### Layout detail

Region (39, 17) to (69, 47) um. Cells in grey, sequential cells in the stronger grey; small squares are vias.
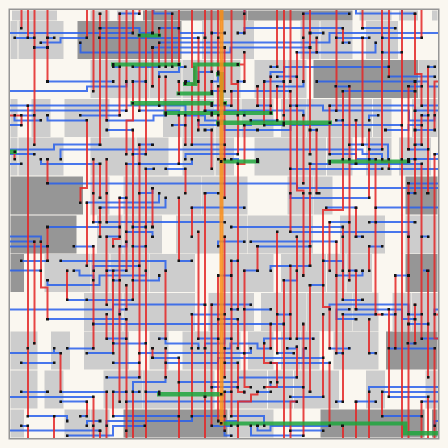
### The metal 4 layer

Scale: 4 px per um. Supply wires on this layer in grey.
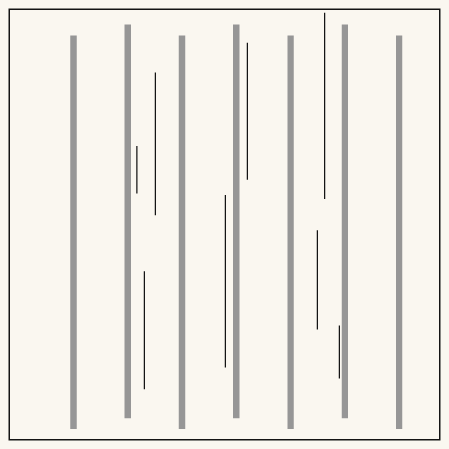
### Routing congestion

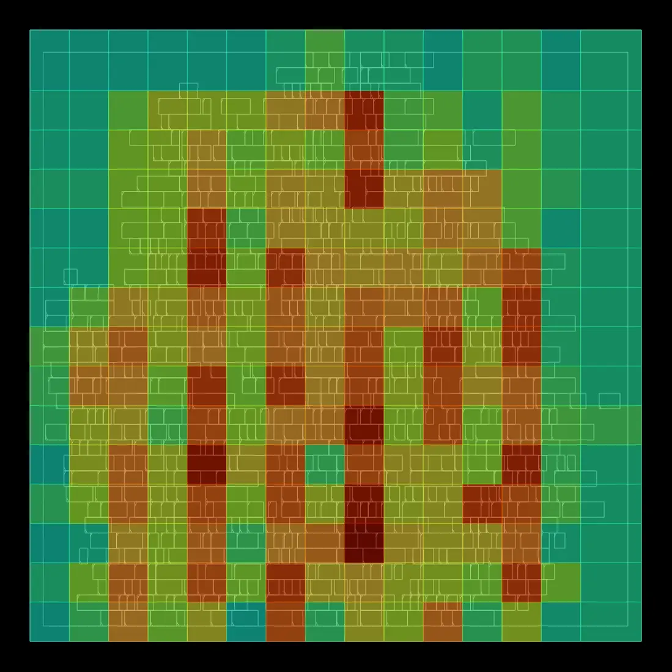
### Signal metal coverage by tile

Scale: 3 px per um. The die is cut into 21 by 21 equal tiles; white is low, dark blue is high, scaled to the fullest tile. Values are wire area over tile area, all layers added.
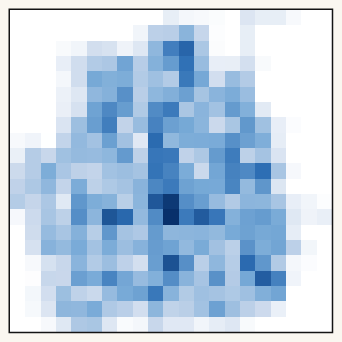
--- src/rtl/top_if.sv ---
// Word-wide access channel into the global buffer.
// The master drives address/write, the slave returns registered read data.
interface top_if #(
    parameter int AW = 16
);
    logic [AW-1:0] addr;
    logic          we;
    logic [31:0]   wdata;
    logic [31:0]   rdata;

    modport master (
        output addr,
        output we,
        output wdata,
        input  rdata
    );

    modport slave (
        input  addr,
        input  we,
        input  wdata,
        output rdata
    );
endinterface

--- src/rtl/top.sv ---
// Single-pass int8 convolution engine with a byte-addressed global buffer.
// Optional macro OPSUM_RELU_EN clamps negative opsums to zero before write-back.
module top_glb #(
    parameter int BYTES = 65536,
    parameter int AW    = 16
) (
    input logic  clk,
    top_if.slave bus
);
    logic [7:0]    mem [0:BYTES-1];
    logic [AW-1:0] a1;
    logic [AW-1:0] a2;
    logic [AW-1:0] a3;
    logic [31:0]   rdata_q;

    // Byte lanes wrap around the top of the buffer.
    assign a1 = bus.addr + AW'(1);
    assign a2 = bus.addr + AW'(2);
    assign a3 = bus.addr + AW'(3);

    always_ff @(posedge clk) begin
        if (bus.we) begin
            mem[bus.addr] <= bus.wdata[7:0];
            mem[a1]       <= bus.wdata[15:8];
            mem[a2]       <= bus.wdata[23:16];
            mem[a3]       <= bus.wdata[31:24];
        end
        rdata_q <= {mem[a3], mem[a2], mem[a1], mem[bus.addr]};
    end

    assign bus.rdata = rdata_q;
endmodule

module top #(
    parameter int GLB_BYTES = 65536,
    parameter int FILT_ROW  = 3,
    parameter int FILT_COL  = 3,
    parameter int IFMAP_COL = 8,
    parameter int STRIDE    = 1
) (
    input  logic       clk,
    input  logic       rst,
    input  logic [3:0] p,
    input  logic [3:0] t,
    input  logic [3:0] q,
    input  logic [3:0] r,
    input  logic [7:0] e,
    input  logic       start,
    output logic       done
);
    localparam int AW        = $clog2(GLB_BYTES);
    localparam int OFMAP_COL = (IFMAP_COL - FILT_COL) / STRIDE + 1;

    localparam logic [AW-1:0] SR = AW'(STRIDE);
    localparam logic [AW-1:0] RR = AW'(FILT_ROW);
    localparam logic [AW-1:0] SS = AW'(FILT_COL);
    localparam logic [AW-1:0] WW = AW'(IFMAP_COL);
    localparam logic [AW-1:0] FF = AW'(OFMAP_COL);

    localparam logic [7:0] R_LAST = 8'(FILT_ROW - 1);
    localparam logic [7:0] S_LAST = 8'(FILT_COL - 1);
    localparam logic [7:0] F_LAST = 8'(OFMAP_COL - 1);

    typedef enum logic [2:0] {
        IDLE,
        RD_BIAS,
        RD_IF,
        RD_FI,
        MAC,
        WR,
        DONE
    } state_e;

    state_e      state_q;
    logic [7:0]  m_tot_q;
    logic [7:0]  c_tot_q;
    logic [7:0]  e_q;
    logic [7:0]  m_q;
    logic [7:0]  y_q;
    logic [7:0]  x_q;
    logic [7:0]  c_q;
    logic [7:0]  rr_q;
    logic [7:0]  s_q;
    logic [31:0] acc_q;
    logic [7:0]  if_q;
    logic        done_q;

    top_if #(.AW(AW)) gbus ();

    top_glb #(
        .BYTES (GLB_BYTES),
        .AW    (AW)
    ) glb (
        .clk (clk),
        .bus (gbus)
    );

    logic [7:0] m_tot_d;
    logic [7:0] c_tot_d;
    logic       empty_d;

    assign m_tot_d = {4'd0, p} * {4'd0, t};
    assign c_tot_d = {4'd0, q} * {4'd0, r};
    assign empty_d = (m_tot_d == 8'd0) || (c_tot_d == 8'd0) || (e == 8'd0);

    logic [AW-1:0] m_w;
    logic [AW-1:0] y_w;
    logic [AW-1:0] x_w;
    logic [AW-1:0] c_w;
    logic [AW-1:0] rr_w;
    logic [AW-1:0] s_w;
    logic [AW-1:0] mt_w;
    logic [AW-1:0] ct_w;
    logic [AW-1:0] e_w;

    assign m_w  = AW'(m_q);
    assign y_w  = AW'(y_q);
    assign x_w  = AW'(x_q);
    assign c_w  = AW'(c_q);
    assign rr_w = AW'(rr_q);
    assign s_w  = AW'(s_q);
    assign mt_w = AW'(m_tot_q);
    assign ct_w = AW'(c_tot_q);
    assign e_w  = AW'(e_q);

    logic [AW-1:0] h_dim;
    logic [AW-1:0] fi_base;
    logic [AW-1:0] bi_base;
    logic [AW-1:0] op_base;
    logic [AW-1:0] if_addr;
    logic [AW-1:0] fi_addr;
    logic [AW-1:0] bi_addr;
    logic [AW-1:0] op_addr;

    // Layout arithmetic is done modulo the buffer size, like the GLB itself.
    assign h_dim   = SR * (e_w - AW'(1)) + RR;
    assign fi_base = ct_w * h_dim * WW;
    assign bi_base = fi_base + mt_w * ct_w * RR * SS;
    assign op_base = bi_base + AW'(4) * mt_w;

    assign if_addr = (c_w * h_dim + y_w * SR + rr_w) * WW + x_w * SR + s_w;
    assign fi_addr = fi_base + ((m_w * ct_w + c_w) * RR + rr_w) * SS + s_w;
    assign bi_addr = bi_base + AW'(4) * m_w;
    assign op_addr = op_base + AW'(4) * ((m_w * e_w + y_w) * FF + x_w);

    logic [31:0] wr_data;

`ifdef OPSUM_RELU_EN
    assign wr_data = acc_q[31] ? 32'd0 : acc_q;
`else
    assign wr_data = acc_q;
`endif

    always_comb begin
        gbus.addr  = '0;
        gbus.we    = 1'b0;
        gbus.wdata = wr_data;
        unique case (state_q)
            RD_BIAS: gbus.addr = bi_addr;
            RD_IF:   gbus.addr = if_addr;
            RD_FI:   gbus.addr = fi_addr;
            WR: begin
                gbus.addr = op_addr;
                gbus.we   = 1'b1;
            end
            default: gbus.addr = '0;
        endcase
    end

    logic signed [15:0] prod;
    logic               s_last;
    logic               rr_last;
    logic               c_last;
    logic               x_last;
    logic               y_last;
    logic               m_last;
    logic               inner_first;

    assign prod = 16'($signed(if_q)) * 16'($signed(gbus.rdata[7:0]));

    assign s_last  = (s_q == S_LAST);
    assign rr_last = (rr_q == R_LAST);
    assign c_last  = (c_q == c_tot_q - 8'd1);
    assign x_last  = (x_q == F_LAST);
    assign y_last  = (y_q == e_q - 8'd1);
    assign m_last  = (m_q == m_tot_q - 8'd1);

    // Only the read right after RD_BIAS sees all inner counters at zero.
    assign inner_first = (c_q == 8'd0) && (rr_q == 8'd0) && (s_q == 8'd0);

    always_ff @(posedge clk) begin
        if (!rst) begin
            state_q <= IDLE;
            done_q  <= 1'b0;
            m_tot_q <= '0;
            c_tot_q <= '0;
            e_q     <= '0;
            m_q     <= '0;
            y_q     <= '0;
            x_q     <= '0;
            c_q     <= '0;
            rr_q    <= '0;
            s_q     <= '0;
            acc_q   <= '0;
            if_q    <= '0;
        end else begin
            unique case (state_q)
                IDLE: begin
                    if (start) begin
                        m_tot_q <= m_tot_d;
                        c_tot_q <= c_tot_d;
                        e_q     <= e;
                        done_q  <= 1'b0;
                        m_q     <= '0;
                        y_q     <= '0;
                        x_q     <= '0;
                        c_q     <= '0;
                        rr_q    <= '0;
                        s_q     <= '0;
                        state_q <= empty_d ? DONE : RD_BIAS;
                    end
                end
                RD_BIAS: state_q <= RD_IF;
                RD_IF: begin
                    if (inner_first) acc_q <= gbus.rdata;
                    state_q <= RD_FI;
                end
                RD_FI: begin
                    if_q    <= gbus.rdata[7:0];
                    state_q <= MAC;
                end
                MAC: begin
                    acc_q   <= acc_q + 32'(prod);
                    state_q <= RD_IF;
                    if (!s_last) begin
                        s_q <= s_q + 8'd1;
                    end else begin
                        s_q <= '0;
                        if (!rr_last) begin
                            rr_q <= rr_q + 8'd1;
                        end else begin
                            rr_q <= '0;
                            if (!c_last) begin
                                c_q <= c_q + 8'd1;
                            end else begin
                                c_q     <= '0;
                                state_q <= WR;
                            end
                        end
                    end
                end
                WR: begin
                    state_q <= RD_BIAS;
                    if (!x_last) begin
                        x_q <= x_q + 8'd1;
                    end else begin
                        x_q <= '0;
                        if (!y_last) begin
                            y_q <= y_q + 8'd1;
                        end else begin
                            y_q <= '0;
                            if (!m_last) begin
                                m_q <= m_q + 8'd1;
                            end else begin
                                m_q     <= '0;
                                state_q <= DONE;
                            end
                        end
                    end
                end
                DONE: begin
                    done_q  <= 1'b1;
                    state_q <= IDLE;
                end
                default: state_q <= IDLE;
            endcase
        end
    end

    assign done = done_q;
endmodule

--- config.mk ---
export PLATFORM = sky130hd
export DESIGN_NAME = top
export DESIGN_NICKNAME = d
export VERILOG_FILES = /design/src/rtl/top_if.sv /design/src/rtl/top.sv
export SDC_FILE = /design/constraint.sdc
export NUM_CORES = 1
export LEC_CHECK = 0
export CORE_MARGIN = 2
export CORE_UTILIZATION = 48
export CTS_BUF_LIST = sky130_fd_sc_hd__clkbuf_8
export DETAILED_ROUTE_END_ITERATION = 10
export PLACE_DENSITY = 0.8
export SYNTH_ARGS = -nofsm -noshare
export SYNTH_HDL_FRONTEND = slang
export SYNTH_SLANG_ARGS = --single-unit
--- constraint.sdc ---
create_clock -name clk -period 4.2 [get_ports clk]
set_input_delay 1.05 -clock clk [delete_from_list [all_inputs] [get_ports clk]]
set_output_delay 1.05 -clock clk [all_outputs]
set_load 0.03 [all_outputs]
==> Changelog: implementation <==
### Physical design

* Status: completed
* Ys Warns at 0
* Power after layout at 2170 uW
* Util after Layout at 58.4%
* H-tree Lvls at 3
* Initial antenna violation count at 0
* Core area at 10300 um^2
* #FFs+latches synth at 76
* Non-Filler Instances at 838
* RSZ-0062 raised after global routing: false
* FILL cells at 904
* Most frequent logic cell in the layout: nand2_1
* Power per Cell Area at 360 nW/um^2
* Layout cells sized above 1 at 11.0%
* Largest net degree at the start of global routing at 33
* Count of cell types in the netlist at approximately 64
* DP HPWL at 8.60 mm
* Seq pwr share at 38.8%
* Insertion Delay late pin at 370 ps
* Worst-Margin Slew at 1010 ps
* Int Power at 1410 uW
* Max Slew Vio Count at 0
* Worst Clk Skew at ~7.0 ps
* Most instantiated cells after synthesis: 102 x nand2_1, 76 x dfxtp_1, 61 x nor2_1
* Vias in the first global route at roughly 4600
* Die Span X at approximately 110 um
* Chip area at between 10000 and 15000 um^2
* Yosys Instances at 649
* Hold Buf Count CTS at 0
* Net Sw Frac at 35.0%
* First-pass GRT wire length at between 20 and 25 mm
* Avg Cell Area, Syn at 7.89 um^2
* Seq share, synth at between 20% and 30%
* Critical Path AT at 4170 ps
* Tool warning count at 30
* Dpl cell area at around 5700 um^2
* Crit Path Class: in -> reg
* Placed insts at 822
* Floorplan net count at 720
* Final hold vios at 0
* Most frequent cells in the layout: 99 x nand2_1, 76 x dfxtp_1, 60 x nor2_1, 52 x a21oi_1, 35 x inv_1
* Leakage at 0.00254 uW
* Antenna diode count at 0
* Routability congestion estimate at between 0.8 and 0.9
* Max-area cell share at around 30%
* Worst slew margin at between 30% and 40%
* Psw at 759 uW
* Hold WS at about 480 ps
* Max Clk Rate at 255 MHz
* Leading register cell type out of synthesis: dfxtp_1
* Cell Rows at 37
* DRT Pass-1 Iters at 4
* Die H at about 110 um
* Synth area leader: dfxtp_1
* CTS Buf Count at 9
* Post-route cell area at slightly above 6000 um^2
* Tmin final at 3920 ps
* Top cells by area: dfxtp_1 30%, ha_1 8.8%, nand2_1 7.5%, xor2_1 5.3%, a21oi_1 5.1%
* Yosys Chip Area at 5120 um^2
* Vias per inst at 5.58
* CTS sink count at approximately 76
* Initial DRC count at 327
* Mapped Cells at 649
* I/O Buffers at 27
* Max-Cap Viols at 0
* Crit. End Element: flop
* Final setup vio count at 0
* GRT overflow at 0
* Peak supply drop at 0.000153 V
* Max Fanout on Critical Path at 3
* CTS max path bufs at 2
* Post-Syn Area at 5120 um^2
* Clock root cell: clkbuf_8
* Initial Util at roughly 50%
* Area grow syn2layout at 17.8%
* Remaining DRCs at 0
* Combinational power share at roughly a third
* Flip-flops with a built-in enable at 0
* Clock share of power at 26.7%
* Ys async rst share at 0%
* Clock slew at reported path FFs at about 70 ps
* Routed Antenna Nets at 0
* Final Net Count at 768
* Fin crit share at 93.4%
Notes on 'Layout detail' above:
metal 1: drawn in blue. metal 3: drawn in green. metal 4: drawn in orange. metal 2: drawn in red.
Sequential cells in the window: 6. Most frequent: nand2_1 (12), a21oi_1 (9). Netlist names of flops here include m_tot_q (3), m_q (2). 87 logic cells have their middle in the window.

Notes on 'The metal 4 layer' above:
7 nets have wire on it. The layer carries 237 um of wire. The layer holds 2.1% of the routed length.
routed vias: 4676
final WL: 11.4 mm

Notes on 'Routing congestion' above:
drt wl/cell: 13.6 um
met1 usage: 25.6%

Notes on 'Signal metal coverage by tile' above:
The emptiest ninth of the die: upper right. 26% of the tiles are nearly empty. The fullest tile reaches 0.55.
Tot GR Track Use: 21.3%

## worst paths after layout
| check | from | endpoint | slack [ps] | cells past startpoint |
|---|---|---|---|---|
| worst max-delay path | q[3] | state_q[0] | 280 | 13 |
| worst min-delay path | c_tot_q[7] | c_tot_q[7] | 480 | 2 |
| worst max register to register | e_q[2] | y_q[1] | 1240 | 7 |
| worst min register to register | c_tot_q[7] | c_tot_q[7] | 480 | 2 |
## metal layers
layer / vias up / track usage (%) / wire length (um)
met1: 2239 / 25.6 / 5050
met5: - / 0 / 0
met4: 0 / 7.14 / 236
met2: 71 / 37.8 / 5820
met3: 20 / 4.42 / 323
li1: 2346 / - / -
## timing repair
| item | 4_1_cts | 5_1_grt |
|---|---|---|
| endpoints found under the setup margin | 3 | 3 |
| pin swaps | 4 | 19 |
| resized | 3 | 28 |
| gates cloned | 0 | 0 |
## metrics by stage
| step | worst slack, ps | setup TNS (ps) |
|---|---|---|
| final | 277 | 0 |
| after global routing | 88.0 | 0 |
| after CTS | -35.6 | -40.5 |
| after detailed placement | -575 | -1490 |
| after global placement | -446 | -1190 |
| after floorplan | 187 | 0 |
## area by class of cell
cell class / count / area (um^2) / area share, %
Tap cell: 136 / 170 / 2.82
Clock buffer: 11 / 151 / 2.51
Inverter: 34 / 128 / 2.12
Timing Repair Buffer: 57 / 529 / 8.78
Sequential cell: 76 / 1520 / 25.2
Clock inverter: 5 / 51.3 / 0.851
Multi-Input combinational cell: 519 / 3480 / 57.7
## power by group through the flow
| stage | registers, uW | clock network (uW) | logic (uW) |
|---|---|---|---|
| after floorplan | 830 | 0 | 542 |
| after global placement | 853 | 0 | 682 |
| after detailed placement | 857 | 0 | 710 |
| after CTS | 841 | 583 | 723 |
| after global routing | 850 | 620 | 849 |
| final | 842 | 578 | 749 |
## logic make-up after synthesis
logic type / after synthesis / synth area share (%)
and+or+nand+nor: 286 / 27.9
AOI/OAI and AO/OA: 127 / 15.5
DFF: 76 / 29.7
xor gates and xnor gates: 61 / 10.6
buffers and inverters: 54 / 4.11
adders and majority gates: 44 / 11.9
muxes: 1 / 0.196
## worst max-delay path, cell delays in order
cell and delay, ps:
clkdlybuf4s50_1 470, nand2_1 70, fa_1 470, inv_1 40
ha_1 290, ha_2 340, buf_4 150, a21o_1 160
a21oi_1 170, xnor2_1 120, o41ai_2 360, nor2_1 90
o41a_1 380
## sequential cells by signal, summed over array words and instances (netlist names)
name / count
c_tot_q: 8
state_q: 3
m_tot_q: 8
y_q: 8
s_q: 8
c_q: 8
done: 1
rr_q: 8
e_q: 8
m_q: 8
x_q: 8
Power figures rest on the tool's default switching activity, not on a simulated workload.
